==> config.mk <==
export PLATFORM = sky130hd
export DESIGN_NAME = us_mac_tx_arb
export DESIGN_NICKNAME = d
export VERILOG_FILES = /design/src/rtl/us_mac_tx_pkg.sv /design/src/rtl/us_mac_tx_pad.sv /design/src/rtl/us_mac_tx_arb.sv
export SDC_FILE = /design/constraint.sdc
export NUM_CORES = 1
export LEC_CHECK = 0
export CAP_MARGIN = 20
export CORE_UTILIZATION = 40
export CTS_BUF_LIST = sky130_fd_sc_hd__clkbuf_4
export DETAILED_ROUTE_END_ITERATION = 10
export MAX_ROUTING_LAYER = met4
export PLACE_DENSITY_LB_ADDON = 0.15
export RECOVER_POWER = 50
export SKIP_LAST_GASP = 1
export SLEW_MARGIN = 15
export SYNTH_ARGS = -nofsm -noshare
export SYNTH_HDL_FRONTEND = slang
export SYNTH_SLANG_ARGS = --single-unit
==> constraint.sdc <==
create_clock -name tx_axis_aclk -period 2.2 [get_ports tx_axis_aclk]
set_clock_uncertainty 0.1 [all_clocks]
set_input_delay 0.33 -clock tx_axis_aclk [delete_from_list [all_inputs] [get_ports tx_axis_aclk]]
set_output_delay 0.33 -clock tx_axis_aclk [all_outputs]
set_load 0.01 [all_outputs]
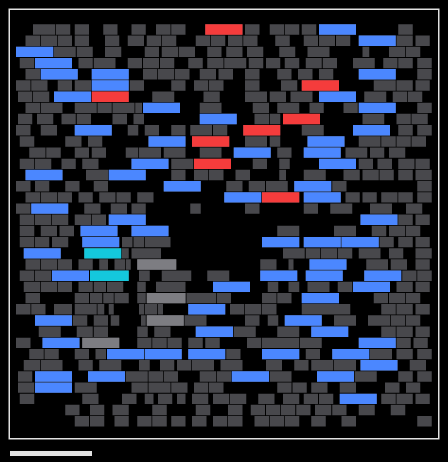
**Above:** run 1 (register map, names as in the netlist).
Scale bar: 20 um. Other sequential cells in the stronger gray, the rest of the logic in the fainter gray.
- blue: mac_tx_axis_tdata (sequential cells 64; where widely spread)
- cyan: tx_grant (sequential cells 2)
- red: mac_tx_axis_tkeep (sequential cells 8; where top center)
sequential cell power: 2.60 mW
Final Util: 67.6%
flop share of the area: 29.2%
Flop area: 1960 um^2

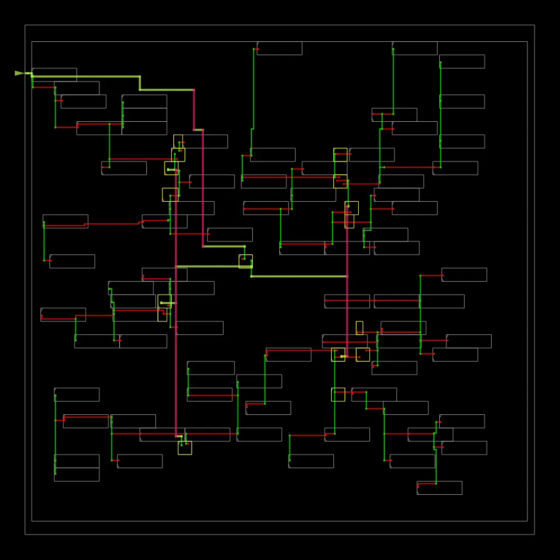
**Above:** run 1 (clock routing).
Flops: 78
Worst-Skew Late Latency: 0.40 ns
clk sinks: 78

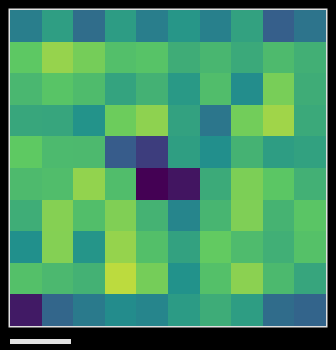
**Above:** run 1 (local utilization).
Scale bar: 20 um. The die is cut into 10 by 10 equal tiles; dark purple is low, yellow is high, 0 to 100% covered.
- tiles over 75% full: 18%
- mean over tiles: 60%
- nearly empty tiles: 1.0%
- emptiest ninth of the die: center
FP Core Util: 42.0%
core area: 9910 um^2

==> impl_metrics.env, run 1 <==
# source this file to load flow results
export IMPL_status="complete, no violations"
export IMPL_worstSetupEndpointType="register"
export IMPL_whs_path_depth=1
export IMPL_path_cells="clkbuf_1 -> mux2_1 -> nand3_4 -> buf_12 -> mux2_2"
export IMPL_dp_cells=612
export IMPL_swShare_pct=32.0
export IMPL_cap_viol_max_count=0
export IMPL_grt_max_degree=42
export IMPL_avgSynthCellArea_um2=16.0
export IMPL_finalSetupViolations=0
export IMPL_start_kind="register"
export IMPL_p_total_mw=8.37
export IMPL_yosysTopAreaCellShare_pct=46.3
export IMPL_antenna_found_initial=0
export IMPL_p_switching_mw=2.67
export IMPL_fin_tns_setup_ns=0
export IMPL_timing_final_crit_period_ns=2.09
export IMPL_clk_pin_slew_ns=0.12
export IMPL_die_area_um2=10800
export IMPL_nets=646
export IMPL_n_fill_cell=743
export IMPL_hold_path_class="register to register"
export IMPL_warnings=26
export IMPL_first_global_vias=3260
export IMPL_slew_viol_final=0
export IMPL_cpMaxStageDelayCell="dfrtp_2"
export IMPL_combPwrFrac_pct=60.2
export IMPL_synth_cell_area_um2=4160
export IMPL_p_int_mw=5.69
export IMPL_yosys_stat_seqShare_pct=46.9
export IMPL_worst_pin_slew_ns=1.06
export IMPL_rsz0062_at_grt="false"
export IMPL_cp_arrival_ns=2.28
export IMPL_ys_cells=261
export IMPL_pre_cts_ws_ns=0.0666
export IMPL_io_pins=230
export IMPL_cts_buffers=9
export IMPL_drt_iter0_drc=52
export IMPL_place_hpwl_mm=7.88
export IMPL_diodes=0
export IMPL_power_density_nw_per_um2=1250
export IMPL_hold_viol=0
export IMPL_largest_reg_flops=64
export IMPL_power_static_leakage_nw=2.91
export IMPL_fin_ws_ns=0.108
export IMPL_power_frac_seq_pct=31.1
export IMPL_num_rows=36
export IMPL_area_leaders="dfrtp_1, mux2_2, mux2_4"
export IMPL_drtPass1Iterations=4
export IMPL_cp_depth=5
export IMPL_synth_nets=412
export IMPL_largest_area_cell="dfrtp_1"
export IMPL_grt_pass1_wl_mm=16.9
export IMPL_portBuffers=229
export IMPL_power_frac_clock_pct=8.7
export IMPL_cp_required_ns=2.39
export IMPL_final_cells=633
export IMPL_slew_headroom_pct=29.2
export IMPL_path_buffers=2
export IMPL_rrSetupSlack_ns=0.11
export IMPL_drcViolationCount=0
export IMPL_hold_slack_ns=0.405
export IMPL_path_delay_family="multiplexers"
export IMPL_viasPerCell=4.83
export IMPL_gp_congestion=0.741
export IMPL_final_period_utilization_pct=95.1
export IMPL_slowest_delay_ns=0.43
export IMPL_yosysChipArea_um2=4160
export IMPL_ant_nets=0
export IMPL_die_x_um=104
export IMPL_synth_cell_type_count=22
export IMPL_wl_per_cell_um=17.1
export IMPL_via_count=3056
export IMPL_die_h_um=104
export IMPL_r2r_cells=5
export IMPL_yosysWarnings=0
export IMPL_crit_path_max_fanout=37
export IMPL_synthToLayoutAreaGrowth_pct=60.9
export IMPL_synthCells=261
export IMPL_cts_max_path_buffers=2
export IMPL_overflow=0
export IMPL_clock_root_buffer="clkbuf_4"
export IMPL_max_freq_ghz=0.478
## run 1: repair_timing
item                                    in CTS  in global routing
hold endpoints to repair                    39                  0
hold buffers                                 1                  0
gates resized                                1                  1
buffers inserted                             1                  1
gates cloned                                 1                  1
endpoints found under the setup margin       2                  2
## run 1: worst reg2reg max path: cells and delay by family (launching register included)
family                 cells  cell delay (ns)
AND/OR/NAND/NOR            1             0.15
multiplexers               2             0.83
buffers and inverters      2             0.48
flip-flops                 1             0.43
## run 1: layout by cell type, fill, tap and decap left out, drive strengths merged
cell	synthesis	routed
o21ai	1	1
a31o	1	1
inv	1	1
dlymetal6s2s	0	1
and3	2	2
and2	1	1
clkinv	0	5
o2bb2ai	2	2
o21bai	1	1
dfrtp	77	77
nand4	2	2
a21bo	2	2
clkbuf	3	14
dlygate4sd3	0	34
mux2	146	146
buf	15	8
bufbuf	0	1
nand3	1	1
dfstp	1	1
nand2	3	3
a211oi	1	1
nand2b	1	1
clkdlybuf4s50	0	194
## run 1: per-layer routing
layer	part of all wire, %	up-vias	track usage (%)
met4	2.5	0	7.96
met1	40	1481	24.1
met3	6.6	19	4.20
li1	-	1416	-
met5	0	-	-
met2	50	140	35.0
## run 1: logic make-up (layout without fill, tap and decap cells)
logic type	Yosys count	count (layout)	synth area share [%]
muxes	146	146	44.8
and+or+nand+nor	10	10	1.59
AOI/OAI and AO/OA	8	8	1.59
DFF	78	78	46.9
buffers and inverters	19	258	5.11
## run 1: per-stage QoR
step / utilization (%) / cell area, um^2
CTS: 67.4 / 6680
global route: 67.6 / 6700
detailed placement: 65.7 / 6520
finish: 67.6 / 6700
global placement: 65.7 / 6520
floorplan: - / 4160
## run 1: cell type report
class	instances	area [um^2]	area share (%)
repair buffers	241	2470	36.9
well taps	133	166	2.48
inverters	1	3.75	0.0560
flip-flops and latches	78	1960	29.2
clock inverters	5	27.5	0.411
clock buffers	11	82.6	1.23
multi-input cells	164	1990	29.8
## run 1: synthesized netlist by cell type
library cell  instances
and2_1                1
o2bb2ai_1             2
dfrtp_1              77
inv_1                 1
nand2_1               3
mux2_4               59
clkbuf_1              3
buf_6                 2
o21bai_1              1
nand3_4               1
and3_1                2
nand2b_1              1
buf_12                7
buf_2                 4
a211oi_1              1
a21bo_2               2
mux2_2               87
nand4_1               2
a31o_2                1
dfstp_2               1
o21ai_0               1
buf_4                 2
## run 1: power by group through the flow
stage | clock network (mW) | registers, mW | logic, mW
floorplan | 0 | 2.93 | 2.67
global placement | 0 | 2.62 | 4.95
detailed placement | 0 | 2.64 | 5.03
CTS | 0.759 | 2.63 | 5.17
global route | 0.815 | 2.71 | 5.32
finish | 0.724 | 2.60 | 5.04
==> inputs of run 2 (changes only) <==
CTS_CLUSTER_DIAMETER = 100   (was not set)
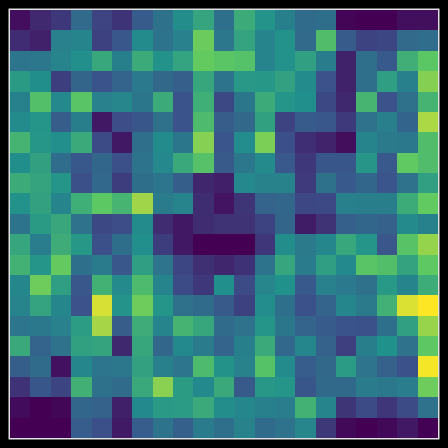
**Above:** run 2 (wire density map).
The die is cut into 21 by 21 equal tiles; dark purple is low, yellow is high, scaled to the fullest tile. Values are wire area over tile area, all layers added.
- nearly empty tiles: 2.9%
- fullest tile: 0.40
- tiles over half the peak: 29%
- emptiest ninth of the die: center
- mean over tiles: 0.16
WL final: 10.8 mm
DR WL/cell: 17.1 um
routed via count: 3056
gr usage total: 20.6%

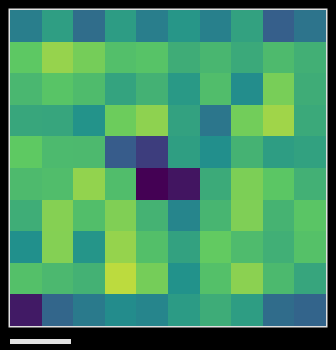
**Above:** run 2 (local utilization).
Scale bar: 20 um. The die is cut into 10 by 10 equal tiles; dark purple is low, yellow is high, 0 to 100% covered.
- tiles over 75% full: 18%
- fullest tile: 90%
- nearly empty tiles: 1.0%
- mean over tiles: 60%
- emptiest ninth of the die: center

==> run 2 against run 1 <==
Against the previous run: first-iteration DRC count unchanged; global-route usage unchanged; final area unchanged; critical path type unchanged; register-to-register slack about the same; utilization unchanged; count of clock-buffer cells in the layout unchanged; largest power group unchanged; routed wire length unchanged; via count unchanged; cell count unchanged.
==> impl_metrics.env, run 2 <==
# source this file to load flow results
export IMPL_status="complete, no violations"
export IMPL_first_global_vias=3260
export IMPL_rrSetupSlack_ns=0.11
export IMPL_rsz0062_at_grt="false"
export IMPL_diodes=0
export IMPL_ant_nets=0
export IMPL_top_cell="mux2_2"
export IMPL_hold_slack_ns=0.405
export IMPL_synthToLayoutAreaGrowth_pct=60.9
export IMPL_yosysTopAreaCellShare_pct=46.3
export IMPL_yosysWarnings=0
export IMPL_power_frac_seq_pct=31.1
export IMPL_aoi_share_pct=1.59
export IMPL_xor_area_share_pct=0
export IMPL_fin_tns_setup_ns=0
export IMPL_grt_max_degree=42
export IMPL_num_rows=36
export IMPL_power_static_leakage_nw=2.91
export IMPL_start_kind="register"
export IMPL_synth_adder_area_share_pct=0
export IMPL_final_period_utilization_pct=95.1
export IMPL_warnings=26
export IMPL_yosys_area_share_simple_pct=1.59
export IMPL_hold_viol=0
export IMPL_die_h_um=104
export IMPL_ys_cells=261
export IMPL_cts_buffers=9
export IMPL_cp_required_ns=2.39
export IMPL_yosys_stat_seqShare_pct=46.9
export IMPL_clock_root_buffer="clkbuf_4"
export IMPL_ff_type="dfrtp_1"
export IMPL_r2r_cells=5
export IMPL_slew_viol_final=0
export IMPL_antenna_found_initial=0
export IMPL_worstSetupEndpointType="register"
export IMPL_layout_top_cell="clkdlybuf4s50_1"
export IMPL_p_int_mw=5.69
export IMPL_max_freq_ghz=0.478
export IMPL_fp_utilization_pct=42.0
export IMPL_gp_congestion=0.741
export IMPL_slew_headroom_pct=29.2
export IMPL_swShare_pct=32.0
export IMPL_synthArstFlopShare_pct=100
export IMPL_clk_latency_ns=0.40
export IMPL_overflow=0
export IMPL_cts_max_path_buffers=2
export IMPL_largest_area_cell="dfrtp_1"
export IMPL_nets=646
export IMPL_synth_nets=412
export IMPL_area_leaders="dfrtp_1, mux2_2, mux2_4"
export IMPL_synthTopCellsByCount="mux2_2, dfrtp_1, mux2_4"
export IMPL_drtPass1Iterations=4
export IMPL_n_fill_cell=743
export IMPL_portBuffers=229
export IMPL_synthCells=261
export IMPL_drcViolationCount=0
export IMPL_numClockSinks=78
export IMPL_clk_pin_slew_ns=0.12
export IMPL_yosysChipArea_um2=4160
export IMPL_io_pins=230
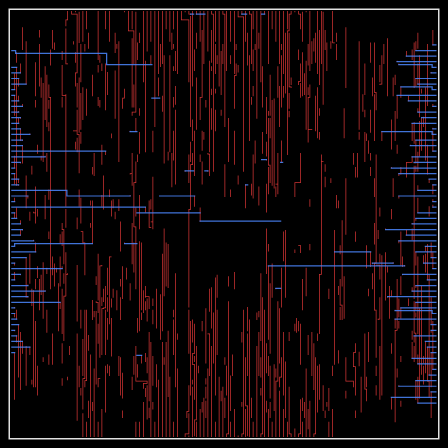
**Above:** run 2 (routed metal, one color a layer).
Two of the layers only.
- blue: M3 (wire length 714 um)
- red: M2 (wire length 5440 um)

[run 2: cell counts in the layout (fill, tap and decap cells not counted)]
Identical to the previous run, type by type.
[run 2: cells by family after synthesis]
group,Yosys count
multiplexers,146
flip-flops,78
buffers and inverters,19
AND/OR/NAND/NOR,10
AND-OR/OR-AND,8
[run 2: what timing repair did]
item | 4_1_cts | 5_1_grt
buffers inserted | 1 | 1
hold endpoints to repair | 39 | 0
setup endpoints to repair | 2 | 2
gates resized | 1 | 1
gates cloned | 1 | 1
hold buffers | 1 | 0
[run 2: layer usage]
metal / vias to the layer above / share of wire, % / track usage, %
li1: 1416 / - / -
met1: 1481 / 40 / 24.1
met2: 140 / 50 / 35.0
met3: 19 / 6.6 / 4.20
met4: 0 / 2.5 / 7.96
met5: - / 0 / -
[run 2: metrics by stage]
step / instances / power, mW / util [%] / setup slack (ns)
after CTS: 631 / 8.55 / 67.4 / 0.0463
after floorplan: 261 / 5.59 / - / 0.439
after detailed placement: 612 / 7.68 / 65.7 / 0.0666
after global routing: 633 / 8.84 / 67.6 / 0.0203
final: 633 / 8.37 / 67.6 / 0.108
after global placement: 612 / 7.57 / 65.7 / 0.105
[run 2: final cells by class]
type	instances	area, um^2	area share [%]
timing repair buffer	241	2470	36.9
sequential	78	1960	29.2
clock inverter	5	27.5	0.411
tap	133	166	2.48
multi-input combinational	164	1990	29.8
clock buffer	11	82.6	1.23
inverter	1	3.75	0.0560
[run 2: power groups by stage]
stage	Clock [mW]	Combinational, mW	Sequential [mW]
global route	0.815	5.32	2.71
global placement	0	4.95	2.62
finish	0.724	5.04	2.60
floorplan	0	2.67	2.93
detailed placement	0	5.03	2.64
CTS	0.759	5.17	2.63
[run 2: worst max-delay path: stages, from the launching register on]
cell	delay [ns]
dfrtp_2	0.43
clkbuf_1	0.20
mux2_1	0.43
nand3_4	0.15
buf_12	0.28
mux2_2	0.37
Power figures rest on the tool's default switching activity, not on a simulated workload.
